### src/rtl/game_pkg.sv
// Shared encodings for the game status block: screen/level codes, status FSM
// states, per-level brick counts and datapath widths.
package game_pkg;

   localparam int unsigned CODE_W       = 4;
   localparam int unsigned LIVES_W      = 2;
   localparam int unsigned BRICKS_W     = 6;
   localparam int unsigned SCORE_W      = 16;
   localparam int unsigned BRICK_POINTS = 10;

   // Screen/level codes driven by the level state machine
   typedef enum logic [CODE_W-1:0] {
      SCR_LS = 4'd1,
      SCR_GO = 4'd2,
      SCR_L1 = 4'd3,
      SCR_L2 = 4'd4,
      SCR_L3 = 4'd5,
      SCR_L4 = 4'd6,
      SCR_L5 = 4'd7,
      SCR_L6 = 4'd8,
      SCR_L7 = 4'd9,
      SCR_L8 = 4'd10,
      SCR_SM = 4'd15
   } screen_e;

   // Status FSM states
   typedef enum logic [2:0] {
      ST_IDLE = 3'd0,
      ST_ARM  = 3'd1,
      ST_PLAY = 3'd2,
      ST_WON  = 3'd3,
      ST_LOST = 3'd4
   } status_e;

   // Bricks granted on entry to each level
   localparam logic [BRICKS_W-1:0] BRICKS_L1 = 6'd6;
   localparam logic [BRICKS_W-1:0] BRICKS_L2 = 6'd12;
   localparam logic [BRICKS_W-1:0] BRICKS_L3 = 6'd18;
   localparam logic [BRICKS_W-1:0] BRICKS_L4 = 6'd24;
   localparam logic [BRICKS_W-1:0] BRICKS_L5 = 6'd30;
   localparam logic [BRICKS_W-1:0] BRICKS_L6 = 6'd36;
   localparam logic [BRICKS_W-1:0] BRICKS_L7 = 6'd42;
   localparam logic [BRICKS_W-1:0] BRICKS_L8 = 6'd48;

   // True when the code names a playable level (L1..L8)
   function automatic logic is_level(input logic [CODE_W-1:0] code);
      return (code >= SCR_L1) && (code <= SCR_L8);
   endfunction

endpackage

### src/rtl/level_brick_rom.sv
// Combinational level-code to brick-count lookup; non-level codes give 0.
module level_brick_rom
   import game_pkg::*;
(
   input  logic [CODE_W-1:0]   level_code,
   output logic [BRICKS_W-1:0] bricks_c
);

   // Table lookup
   always_comb begin
      bricks_c = '0;
      case (level_code)
         SCR_L1:  bricks_c = BRICKS_L1;
         SCR_L2:  bricks_c = BRICKS_L2;
         SCR_L3:  bricks_c = BRICKS_L3;
         SCR_L4:  bricks_c = BRICKS_L4;
         SCR_L5:  bricks_c = BRICKS_L5;
         SCR_L6:  bricks_c = BRICKS_L6;
         SCR_L7:  bricks_c = BRICKS_L7;
         SCR_L8:  bricks_c = BRICKS_L8;
         default: bricks_c = '0;
      endcase
   end

endmodule

### src/rtl/game_status.sv
// Game status tracker: bricks, lives, win/lose flags and optional score for
// the current level. Define GAME_STATUS_SCORE_EN to build the score counter;
// without it the score output is tied to zero.
module game_status
   import game_pkg::*;
#(
   parameter int unsigned LIVES_INIT = 3,
   parameter int unsigned WIN_BONUS  = 100
) (
   input  logic                clk,
   input  logic                rst,
   input  logic [CODE_W-1:0]   current_state,
   input  logic                brick_hit,
   input  logic                ball_lost,
   output logic                win,
   output logic                lose,
   output logic [LIVES_W-1:0]  lives,
   output logic [BRICKS_W-1:0] bricks_left,
   output logic [SCORE_W-1:0]  score
);

   if ((LIVES_INIT < 1) || (LIVES_INIT > 3) || (WIN_BONUS > 65535)) begin : g_bad_param
      $error("game_status: LIVES_INIT or WIN_BONUS out of range");
   end

   status_e               state_q, state_d;
   logic [CODE_W-1:0]     level_q, level_d;
   logic [LIVES_W-1:0]    lives_q, lives_d;
   logic [BRICKS_W-1:0]   bricks_q, bricks_d;
   logic                  win_q, win_d;
   logic                  lose_q, lose_d;
   logic [BRICKS_W-1:0]   rom_bricks_c;
   logic                  in_level_c;
   logic                  last_brick_c;
   logic                  last_life_c;

   level_brick_rom u_rom (
      .level_code (current_state),
      .bricks_c   (rom_bricks_c)
   );

   assign in_level_c = is_level(current_state);

   // State and status registers
   always_ff @(posedge clk or posedge rst) begin
      if (rst) begin
         state_q  <= ST_IDLE;
         level_q  <= '0;
         lives_q  <= '0;
         bricks_q <= '0;
         win_q    <= 1'b0;
         lose_q   <= 1'b0;
      end else begin
         state_q  <= state_d;
         level_q  <= level_d;
         lives_q  <= lives_d;
         bricks_q <= bricks_d;
         win_q    <= win_d;
         lose_q   <= lose_d;
      end
   end

   // Next state, counter updates and win/lose flags
   always_comb begin
      state_d      = state_q;
      level_d      = level_q;
      lives_d      = lives_q;
      bricks_d     = bricks_q;
      last_brick_c = 1'b0;
      last_life_c  = 1'b0;

      case (state_q)
         ST_IDLE: begin
            if (in_level_c) state_d = ST_ARM;
         end
         ST_ARM: begin
            if (!in_level_c) begin
               state_d = ST_IDLE;
            end else begin
               bricks_d = rom_bricks_c;
               lives_d  = LIVES_W'(LIVES_INIT);
               level_d  = current_state;
               state_d  = ST_PLAY;
            end
         end
         ST_PLAY: begin
            if (!in_level_c) begin
               state_d = ST_IDLE;
            end else if (current_state != level_q) begin
               state_d = ST_ARM;
            end else begin
               if (brick_hit && (bricks_q != '0)) begin
                  bricks_d     = bricks_q - BRICKS_W'(1);
                  last_brick_c = (bricks_q == BRICKS_W'(1));
               end
               if (ball_lost && (lives_q != '0)) begin
                  lives_d     = lives_q - LIVES_W'(1);
                  last_life_c = (lives_q == LIVES_W'(1));
               end
               // Clearing the level wins even if the last ball went too
               if (last_brick_c)     state_d = ST_WON;
               else if (last_life_c) state_d = ST_LOST;
            end
         end
         ST_WON, ST_LOST: begin
            if (!in_level_c) state_d = ST_IDLE;
         end
         default: state_d = ST_IDLE;
      endcase

      win_d  = (state_d == ST_WON);
      lose_d = (state_d == ST_LOST);
   end

   assign win         = win_q;
   assign lose        = lose_q;
   assign lives       = lives_q;
   assign bricks_left = bricks_q;

`ifdef GAME_STATUS_SCORE_EN
   localparam int unsigned SUM_W = SCORE_W + 2;

   logic [SCORE_W-1:0] score_q, score_d;
   logic [SUM_W-1:0]   score_sum_c;
   logic               hit_ok_c;
   logic               won_entry_c;

   assign hit_ok_c    = (state_q == ST_PLAY) && in_level_c && (current_state == level_q)
                        && brick_hit && (bricks_q != '0);
   assign won_entry_c = (state_d == ST_WON) && (state_q != ST_WON);

   // Score register
   always_ff @(posedge clk or posedge rst) begin
      if (rst) score_q <= '0;
      else     score_q <= score_d;
   end

   // Saturating score accumulation, cleared on the start menu
   always_comb begin
      score_d     = score_q;
      score_sum_c = SUM_W'(score_q);
      if (hit_ok_c)    score_sum_c = score_sum_c + SUM_W'(BRICK_POINTS);
      if (won_entry_c) score_sum_c = score_sum_c + SUM_W'(WIN_BONUS);
      if (current_state == SCR_SM)            score_d = '0;
      else if (|score_sum_c[SUM_W-1:SCORE_W]) score_d = '1;
      else                                    score_d = score_sum_c[SCORE_W-1:0];
   end

   assign score = score_q;
`else
   assign score = '0;
`endif

endmodule

### config.mk
export PLATFORM = sky130hd
export DESIGN_NAME = game_status
export DESIGN_NICKNAME = d
export VERILOG_FILES = /design/src/rtl/game_pkg.sv /design/src/rtl/level_brick_rom.sv /design/src/rtl/game_status.sv
export SDC_FILE = /design/constraint.sdc
export NUM_CORES = 1
export LEC_CHECK = 0
export ABC_CLOCK_PERIOD_IN_PS = 2250
export CAP_MARGIN = 10
export CORE_MARGIN = 1.5
export CORE_UTILIZATION = 50
export CTS_BUF_LIST = sky130_fd_sc_hd__clkbuf_2 sky130_fd_sc_hd__clkbuf_4 sky130_fd_sc_hd__clkbuf_8
export DETAILED_ROUTE_END_ITERATION = 8
export PLACE_DENSITY_LB_ADDON = 0.05
export SYNTH_ARGS = -nofsm -noshare
export SYNTH_HDL_FRONTEND = slang
export SYNTH_SLANG_ARGS = --single-unit
### constraint.sdc
create_clock -name clk -period 2.25 [get_ports clk]
set_input_delay 0.45 -clock clk [delete_from_list [all_inputs] [get_ports clk]]
set_output_delay 0.45 -clock clk [all_outputs]
set_load 0.05 [all_outputs]
==> job_summary.md, run 1 <==
### Flow metrics

| Metric | Value |
|---|---|
| Cell taking the most area after synthesis | dfrtp_1 |
| Global-route wire length before repair | around 4.3 mm |
| Max-cap violations | 0 |
| Final hold vios | 0 |
| Yosys warning total | 0 |
| Antenna violations before repair | 0 |
| Worst Max-Slew Pin Slew | roughly 0.67 ns |
| Antenna diodes | 0 |
| Arr. time, crit path | 2.33 ns |
| Leading register cell type out of synthesis | dfrtp_1 |
| Area delta synth->final | 21.6% |
| Post-CTS setup buffer count | 0 |
| Number of enable flip-flop cells | 0 |
| Sequential share of power | a little over a third |
| Die Y | between 50 and 60 µm |
| DR pass1 iterations | 4 |
| Clk ins delay skew pair | approximately 0.30 ns |
| CTS tree | done |
| Yosys Chip Area | between 0.001 and 0.0015 mm² |
| PwrDens | between 800 and 900 mW/mm² |
| Minimum clock period after layout | around 2.1 ns |
| Hold buffers post-CTS | 0 |
| Syn Inst Count | 143 |
| CP Class | primary input to flip-flop |
| Top area contributor share | 32.2% |
| Routed WL | 2.69 mm |
| Clock buffer depth | 2 |
| Largest cells by area after synthesis | dfrtp_1, ha_1, buf_4, o21ai_0, inv_1 |
| Worst VDD drop | between 800 and 900 µV |
| Netlist Area Pre-Place | 0.00132 mm² |
| Vias/cell | around 5.4 |
| Psw | slightly above 600 µW |
| Nets | roughly 200 |
| Core area | 0.00248 mm² |
| Status | complete, no violations |
[run 1: power groups by stage]
stage / combinational (mW) / clock (mW) / sequential (mW)
finish: 0.656 / 0.171 / 0.467
global route: 0.707 / 0.189 / 0.476
CTS: 0.655 / 0.173 / 0.465
detailed placement: 0.654 / 0 / 0.471
global placement: 0.648 / 0 / 0.468
floorplan: 0.331 / 0 / 0.609
[run 1: path summary, 6_finish.rpt]
check,from,to,depth (start not counted)
setup / recovery,current_state[0],lives[0],8
hold / removal,level_q[1],level_q[1],2
max in group asynchronous,rst,bricks_left[1],2
min in group asynchronous,rst,level_q[3],2
setup reg to reg,bricks_left[0],bricks_left[5],6
hold reg to reg,level_q[1],level_q[1],2
[run 1: synthesized netlist by cell type (all sizes together) (2+ instances only)]
cell type / instances
ha: 11
xor2: 4
nand3: 2
dfrtp: 17
o21ai: 11
o31ai: 2
nor2: 7
buf: 18
nor4: 3
a31oi: 5
nand2b: 4
nor2b: 4
mux2: 3
inv: 12
nor3: 6
and3b: 2
nand2: 7
a21oi: 5
o22ai: 4
[run 1: worst max-delay path: stages]
cell and delay [ns]:
clkdlybuf4s50_1 0.44, buf_4 0.16, xor2_1 0.16, nor4_4 0.30, a21oi_2 0.10, buf_4 0.17, or4_1 0.46, o21ai_0 0.09
[run 1: sequential cells by signal (all words and copies together) (netlist names)]
| name | flops |
|---|---|
| bricks_left | 6 |
| level_q | 4 |
| lives | 2 |
| lose | 1 |
| state_q | 3 |
| win | 1 |
[run 1: per-stage QoR]
stage	setup TNS (ns)	cell area (µm²)	instances	setup slack [ns]	hold WS [ns]
floorplan	0	1380	158	0.151	0.376
global placement	-0.407	1580	204	-0.111	0.485
detailed placement	-0.787	1580	204	-0.179	0.508
CTS	0	1610	208	0.140	0.533
global route	0	1610	208	0.0393	0.558
finish	0	1610	208	0.145	0.523
[run 1: metal layers]
layer,up-vias,part of all wire [%],track usage [%]
li1,542,-,-
met1,531,44,25.6
met2,38,50,35.1
met3,5,4.6,3.55
met4,0,1.4,8.33
met5,-,0,0
[run 1: cell type report]
type	count	area (µm²)
Inverter	12	45.0
Tap cell	30	37.5
Clock inverter	1	5.00
Sequential cell	17	428
Clock buffer	3	22.5
Timing Repair Buffer	34	298
Fill cell	228	872
Multi-Input combinational cell	111	769
[run 1: cell families after synthesis]
kind of cell / synth area share [%]
other: 0.284
xor gates and xnor gates: 3.22
DFF: 32.2
AOI/OAI and AO/OA: 18.6
buffers and inverters: 13.7
and+or+nand+nor: 18.2
adders and majority gates: 10.4
muxes: 3.32
Fig. 1: run 1, congestion heat map
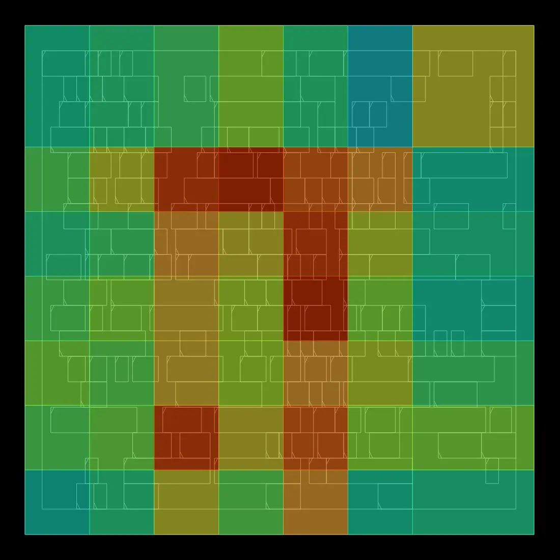
GRT Max-Usage Layer: met2
Final Util: 64.8%

Fig. 2: run 1, signal wires on met1
(10 px per µm) Supply wires on this layer in gray. Cells faint in the background.
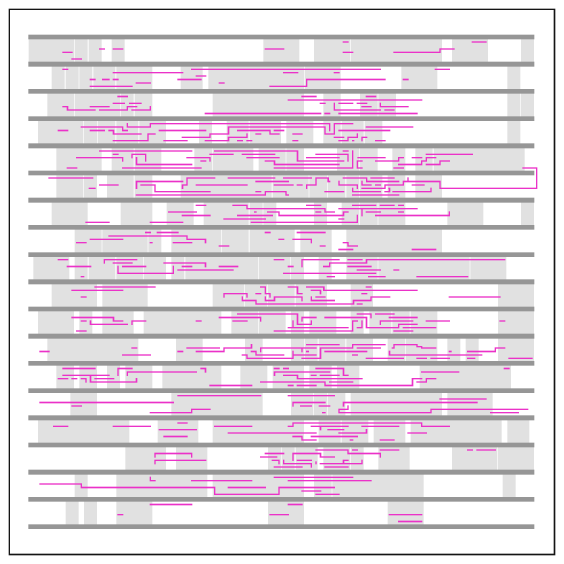
wire length on this layer	1190 µm
nets with wire on the layer	158

Fig. 3: run 1, M3 wires
(6 px per µm) Cells faint in the background.
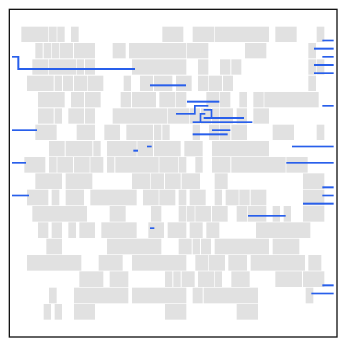
nets with wire on the layer	25
wire length on this layer	125 µm

==> run 1 -> run 2 <==
--- a/config.mk
+++ b/config.mk
@@ -12,6 +12,8 @@
 export CTS_BUF_LIST = sky130_fd_sc_hd__clkbuf_2 sky130_fd_sc_hd__clkbuf_4 sky130_fd_sc_hd__clkbuf_8
 export DETAILED_ROUTE_END_ITERATION = 8
 export PLACE_DENSITY_LB_ADDON = 0.05
+export SETUP_SLACK_MARGIN = 0.15
+export SKIP_LAST_GASP = 1
 export SYNTH_ARGS = -nofsm -noshare
 export SYNTH_HDL_FRONTEND = slang
 export SYNTH_SLANG_ARGS = --single-unit
==> job_summary.md, run 2 <==
### Flow metrics

| Metric | Value |
|---|---|
| Hold buffers post-CTS | 0 (unchanged) |
| Cell family with the largest share of critical-path delay | buffers and inverters |
| CP Launch Point | bricks_left[0] |
| Syn Inst Count | 143 (unchanged) |
| DR pass1 iterations | 4 (unchanged) |
| Arr. time, crit path | 1.54 ns (-0.79 ns) |
| Hold Slack | 0.524 ns (+0.000892 ns) |
| Largest cells by area after synthesis | dfrtp_1, ha_1, buf_4, o21ai_0, inv_1 |
| R2r worst-path depth | 6 (unchanged) |
| Cell taking the most area after synthesis | dfrtp_1 |
| Yosys warning total | 0 (unchanged) |
| Worst VDD drop | 830 µV (+0.85%) |
| Status | complete, no violations |
| Dominant logic cell types in the final layout | conb_1, buf_4, dfrtp_1 |
| Die Y | 54.4 µm (unchanged) |
| CP endpoint | bricks_left[0] |
| Clk ins delay skew pair | 0.30 ns (about the same) |
| Yosys Chip Area | 0.00132 mm² (unchanged) |
| Max stage delay cell, worst path | clkdlybuf4s50_1 |
| Minimum clock period after layout | 1.99 ns (-0.110 ns) |
| Final hold vios | 0 (unchanged) |
| Worst R2R End | bricks_left[5] |
| Global-route wire length before repair | 4.35 mm (unchanged) |
| WP buf/inv | 1 (-2) |
| Top-count cell post-synth | dfrtp_1 |
| Worst Max-Slew Pin Slew | 0.667 ns (-0.00208 ns) |
| Largest stage delay, worst path | 0.82 ns (+0.36 ns) |
| CP Class | flip-flop to primary output |
| Total negative slack | 0 ns (unchanged) |
| Most frequent cells after synthesis | dfrtp_1, buf_4, inv_1 |
| Top area contributor share | 32.2% (unchanged) |
| Antenna diodes | 0 (unchanged) |
| Stages on worst setup path | 1 (-7) |
| Area delta synth->final | 23.9% |
| Core area | 0.00248 mm² (unchanged) |
| CTS tree | done |
| Cells along the critical path | clkdlybuf4s50_1 |
| Nets | 198 (unchanged) |
| Number of enable flip-flop cells | 0 (unchanged) |
| Antenna violations before repair | 0 (unchanged) |
| Netlist Area Pre-Place | 0.00132 mm² (unchanged) |
| Vias/cell | 5.45 (+1.6%) |
run 2: cell count changes in the layout (fill, tap and decap cells not counted):
cell | before | now
clkdlybuf4s50_1 | 17 | 12
dlymetal6s2s_1 | 0 | 5
buf_4 | 17 | 16
buf_6 | 0 | 1
ha_1 | 11 | 10
ha_2 | 0 | 1
nor2_1 | 7 | 6
nor2_2 | 0 | 1
nor2b_1 | 4 | 3
nor2b_2 | 0 | 1
nor4_1 | 2 | 1
nor4_2 | 0 | 1
run 2: kinds of logic (layout without fill, tap and decap cells):
kind of cell             count (synthesis)  after routing  share of synthesized area [%]
flip-flops                              17             17                           32.2
AND/OR/NAND/NOR                         40             40                           18.2
XOR/XNOR                                 4              4                           3.22
AND-OR/OR-AND                           36             36                           18.6
other                                    1             16                          0.284
adder cells (fa/ha/maj)                 11             11                           10.4
buffers and inverters                   30             50                           13.7
multiplexers                             4              4                           3.32
run 2: worst min-delay path by stage:
stage          depth (start not counted)  startpoint  slack [ns]             end
2_1_floorplan                          1         rst        0.38  bricks_left[2]
3_3_place_gp                           2  level_q[1]        0.48      level_q[1]
3_5_place_dp                           2  level_q[0]        0.51      level_q[0]
4_1_cts                                2  level_q[0]        0.53      level_q[0]
5_1_grt                                2  level_q[0]        0.56      level_q[0]
6_report                               2  level_q[1]        0.52      level_q[1]
run 2: area by class of cell:
class	count	area (µm²)
flip-flops and latches	17	428
clock buffers	3	22.5
multi-input cells	111	783
fillers	222	842
well taps	30	37.5
repair buffers	34	314
clock inverters	1	5.00
inverters	12	45.0
run 2: repair_timing:
action | CTS | global route
pin swaps | 1 | 1
gates resized | 0 | 10
endpoints found under the setup margin | 1 | 6
buffers inserted | 0 | 0
run 2: where the power goes:
| part | switching, mW | leakage [nW] | internal, mW |
|---|---|---|---|
| logic | 0.417 | 0.579 | 0.240 |
| registers | 0.0865 | 0.207 | 0.380 |
| clock network | 0.105 | 0.0177 | 0.0663 |
| total | 0.609 | 0.803 | 0.686 |
run 2: worst register-to-register path, delay by kind of cell, from the launching register on:
kind / cells / cell delay (ns)
AND-OR/OR-AND: 3 / 0.84
adder cells (fa/ha/maj): 1 / 0.26
buffers and inverters: 1 / 0.06
flip-flops: 1 / 0.43
AND/OR/NAND/NOR: 1 / 0.26
run 2: layer usage:
metal	up-vias	part of all wire [%]	GRT usage (%)
met5	-	0	0
li1	541	-	-
met2	47	50	35.1
met3	5	5.2	3.55
met1	541	44	25.6
met4	0	1.4	8.33
run 2: metrics by stage:
stage | util, % | total power, mW | instances | instance area, µm² | worst slack [ns]
CTS | 64.8 | 1.29 | 208 | 1610 | 0.168
global placement | 63.7 | 1.12 | 204 | 1580 | -0.111
floorplan | - | 0.940 | 158 | 1380 | 0.151
global route | 66.0 | 1.37 | 208 | 1640 | 0.169
finish | 66.0 | 1.29 | 208 | 1640 | 0.255
detailed placement | 63.7 | 1.13 | 204 | 1580 | -0.179
Fig. 4: run 2, signal wires by layer
(8 px per µm) Two of the layers only.
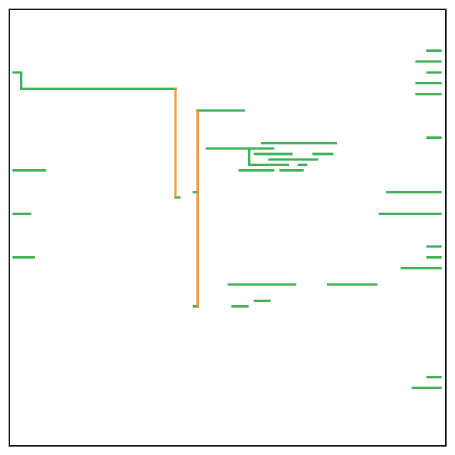
color	layer	wire length
green	M3	141 µm
orange	M4	38.1 µm
DR WL/cell: 13.0 µm
vias: 1134
global-route usage over all layers: 20.6%
Routed WL: 2.71 mm

Fig. 5: run 2, M3 wires
(6 px per µm) Cells faint in the background.
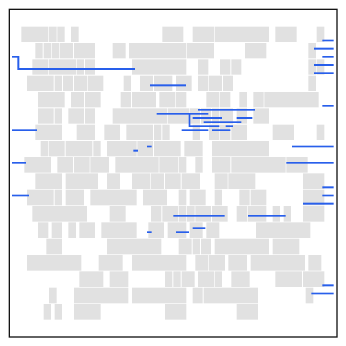
main direction	horizontal
nets with wire on the layer	30
longest straight run	19.3 µm
share of all routed wire	5.2%

==> run 2 -> run 3 <==
--- a/config.mk
+++ b/config.mk
@@ -13,6 +13,7 @@
 export DETAILED_ROUTE_END_ITERATION = 8
 export PLACE_DENSITY_LB_ADDON = 0.05
 export SETUP_SLACK_MARGIN = 0.15
+export SKIP_CTS_REPAIR_TIMING = 1
 export SKIP_LAST_GASP = 1
 export SYNTH_ARGS = -nofsm -noshare
 export SYNTH_HDL_FRONTEND = slang
==> job_summary.md, run 3 <==
### Flow metrics

| Metric | Value |
|---|---|
| Number of enable flip-flop cells | 0 (unchanged) |
| HP Class | flip-flop to flip-flop |
| Yosys warning total | 0 (unchanged) |
| Sequential share of power | 36.0% (about the same) |
| Cell family with the largest share of critical-path delay | buffers and inverters |
| Core area | 0.00248 mm² (unchanged) |
| Status | complete, no violations |
| Largest net degree at the start of global routing | 18 |
| WP buf/inv | 1 (unchanged) |
| Vias/cell | 5.45 (unchanged) |
| Global-route usage over all layers | 20.6% (unchanged) |
| Cells along the critical path | clkdlybuf4s50_1 |
| CTS tree | done |
| Combinational share of power | 50.8% (about the same) |
| OpenROAD warnings | 34 |
| Sw frac | 47.0% (unchanged) |
| Final hold vios | 0 (unchanged) |
| Syn Inst Count | 143 (unchanged) |
| Area delta synth->final | 23.9% (unchanged) |
| Place WS | -0.179 ns (unchanged) |
| Arr. time, crit path | 1.54 ns (about the same) |
| Final cell count without fillers | 208 (unchanged) |
| Vias | 1134 (unchanged) |
| Antenna diodes | 0 (unchanged) |
| Cell taking the most area after synthesis | dfrtp_1 |
| Dominant logic cell types in the final layout | conb_1, buf_4, dfrtp_1 |
| Nets | 198 (unchanged) |
| Die area | ~0.0030 mm² |
| Global-route wire length before repair | 4.35 mm (unchanged) |
| CP Class | flip-flop to primary output |
| DR WL/cell | 13.0 µm (unchanged) |
| Cycle use final | between 80 and 90% |
| Final setup margin | 0.255 ns (unchanged) |
| Largest stage delay, worst path | 0.82 ns (about the same) |
| Most frequent cells after synthesis | dfrtp_1, buf_4, inv_1 |
| DR pass1 iterations | 4 (unchanged) |
| Top-count cell post-synth | dfrtp_1 |
| Max stage delay cell, worst path | clkdlybuf4s50_1 |
| Minimum clock period after layout | 1.99 ns (unchanged) |
| Clk ins delay skew pair | 0.30 ns (about the same) |
| Netlist Area Pre-Place | 0.00132 mm² (unchanged) |
| Worst VDD drop | 830 µV (unchanged) |
| Largest cells by area after synthesis | dfrtp_1, ha_1, buf_4, o21ai_0, inv_1 |
| Yosys Chip Area | 0.00132 mm² (unchanged) |
| P_int | 686 µW (unchanged) |
| Clock Power Share | 13.2% (about the same) |
| Antenna violations before repair | 0 (unchanged) |
| Routed WL | 2.71 mm (unchanged) |
| Psw | 609 µW (unchanged) |
| Placed cells | 204 (unchanged) |
| Top area contributor share | 32.2% (unchanged) |
| Die Y | 54.4 µm (unchanged) |
==> run 3: cell counts in the layout (fill, tap and decap cells not counted) <==
Identical to the previous run, type by type.
==> run 3: final timing paths <==
| path | slack, ns | cells past startpoint | to | from |
|---|---|---|---|---|
| max in group asynchronous | 1.24 | 2 | bricks_left[1] | rst |
| hold reg to reg | 0.52 | 2 | level_q[1] | level_q[1] |
| setup reg to reg | 0.30 | 6 | bricks_left[5] | bricks_left[0] |
| hold / removal | 0.52 | 2 | level_q[1] | level_q[1] |
| setup / recovery | 0.26 | 1 | bricks_left[0] | bricks_left[0] |
| min in group asynchronous | 0.54 | 2 | level_q[3] | rst |
==> run 3: cell families (layout without fill, tap and decap cells) <==
group           count (synthesis)  count (layout)  synth area share (%)
mux                             4               4                  3.32
other cells                     1              16                 0.284
simple gates                   40              40                  18.2
fa+ha+maj                      11              11                  10.4
flops                          17              17                  32.2
buf+inv                        30              50                  13.7
xor+xnor                        4               4                  3.22
compound gates                 36              36                  18.6
==> run 3: layout make-up <==
class	count	area [µm²]
sequential	17	428
clock buffer	3	22.5
multi-input combinational	111	783
fill	222	842
inverter	12	45.0
timing repair buffer	34	314
tap	30	37.5
clock inverter	1	5.00
==> run 3: worst reg2reg max path, delay by kind of cell (launching register included) <==
family          cells  cell delay [ns]
compound gates      3             0.84
simple gates        1             0.26
fa+ha+maj           1             0.26
flops               1             0.43
buf+inv             1             0.06
==> run 3: per-layer routing <==
| metal | track usage, % | vias up | share of wire [%] |
|---|---|---|---|
| li1 | - | 541 | - |
| met1 | 25.6 | 541 | 44 |
| met2 | 35.1 | 47 | 50 |
| met3 | 3.55 | 5 | 5.2 |
| met4 | 8.33 | 0 | 1.4 |
| met5 | 0 | - | 0 |
==> run 3: per-stage QoR <==
step	instance area, µm²	hold WS, ns	setup TNS (ns)	util, %	power, mW
2_1_floorplan	1380	0.376	0	-	0.940
3_3_place_gp	1580	0.485	-0.407	63.7	1.12
3_5_place_dp	1580	0.508	-0.787	63.7	1.13
4_1_cts	1610	0.533	0	64.8	1.29
5_1_grt	1640	0.558	0	66.0	1.37
6_report	1640	0.524	0	66.0	1.29
==> run 3: power groups by stage <==
stage	clock network, mW	logic, mW	registers, mW
final	0.171	0.657	0.467
after detailed placement	0	0.654	0.471
after CTS	0.173	0.655	0.465
after global routing	0.189	0.709	0.476
after global placement	0	0.648	0.468
after floorplan	0	0.331	0.609
Fig. 6: run 3, signal wires on met1
(10 px per µm) Supply wires on this layer in gray. Cells faint in the background.
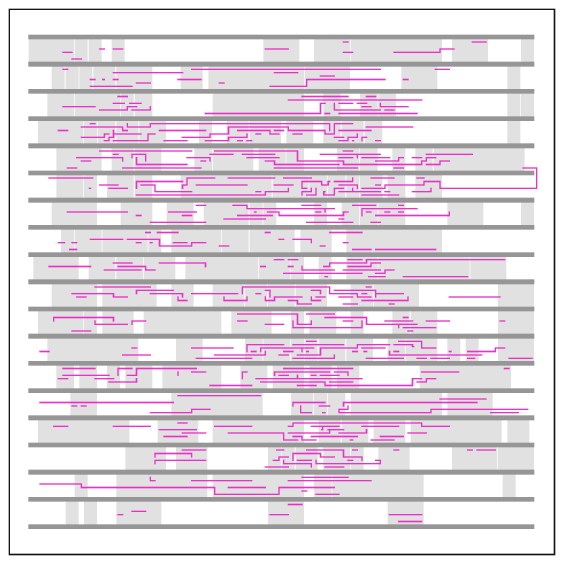
main direction	horizontal
wire length on this layer	1180 µm
nets with wire on the layer	160
GR Util met1: 25.6%

Fig. 7: run 3, congestion heat map
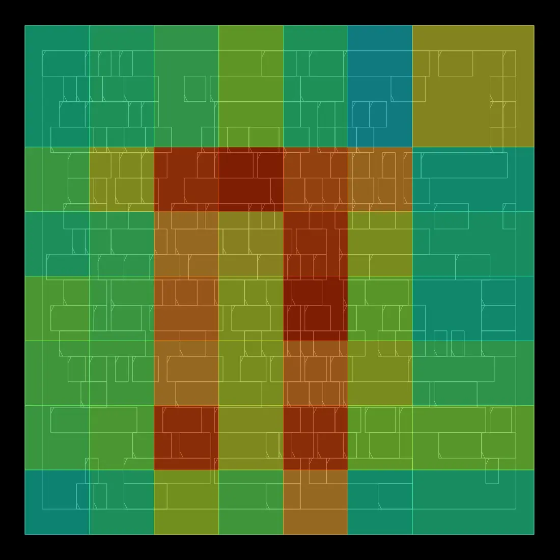
GR Util met2: 35.1%
grt met3 use: 3.55%
Final Util: 66.0%

Power figures rest on the tool's default switching activity, not on a simulated workload.
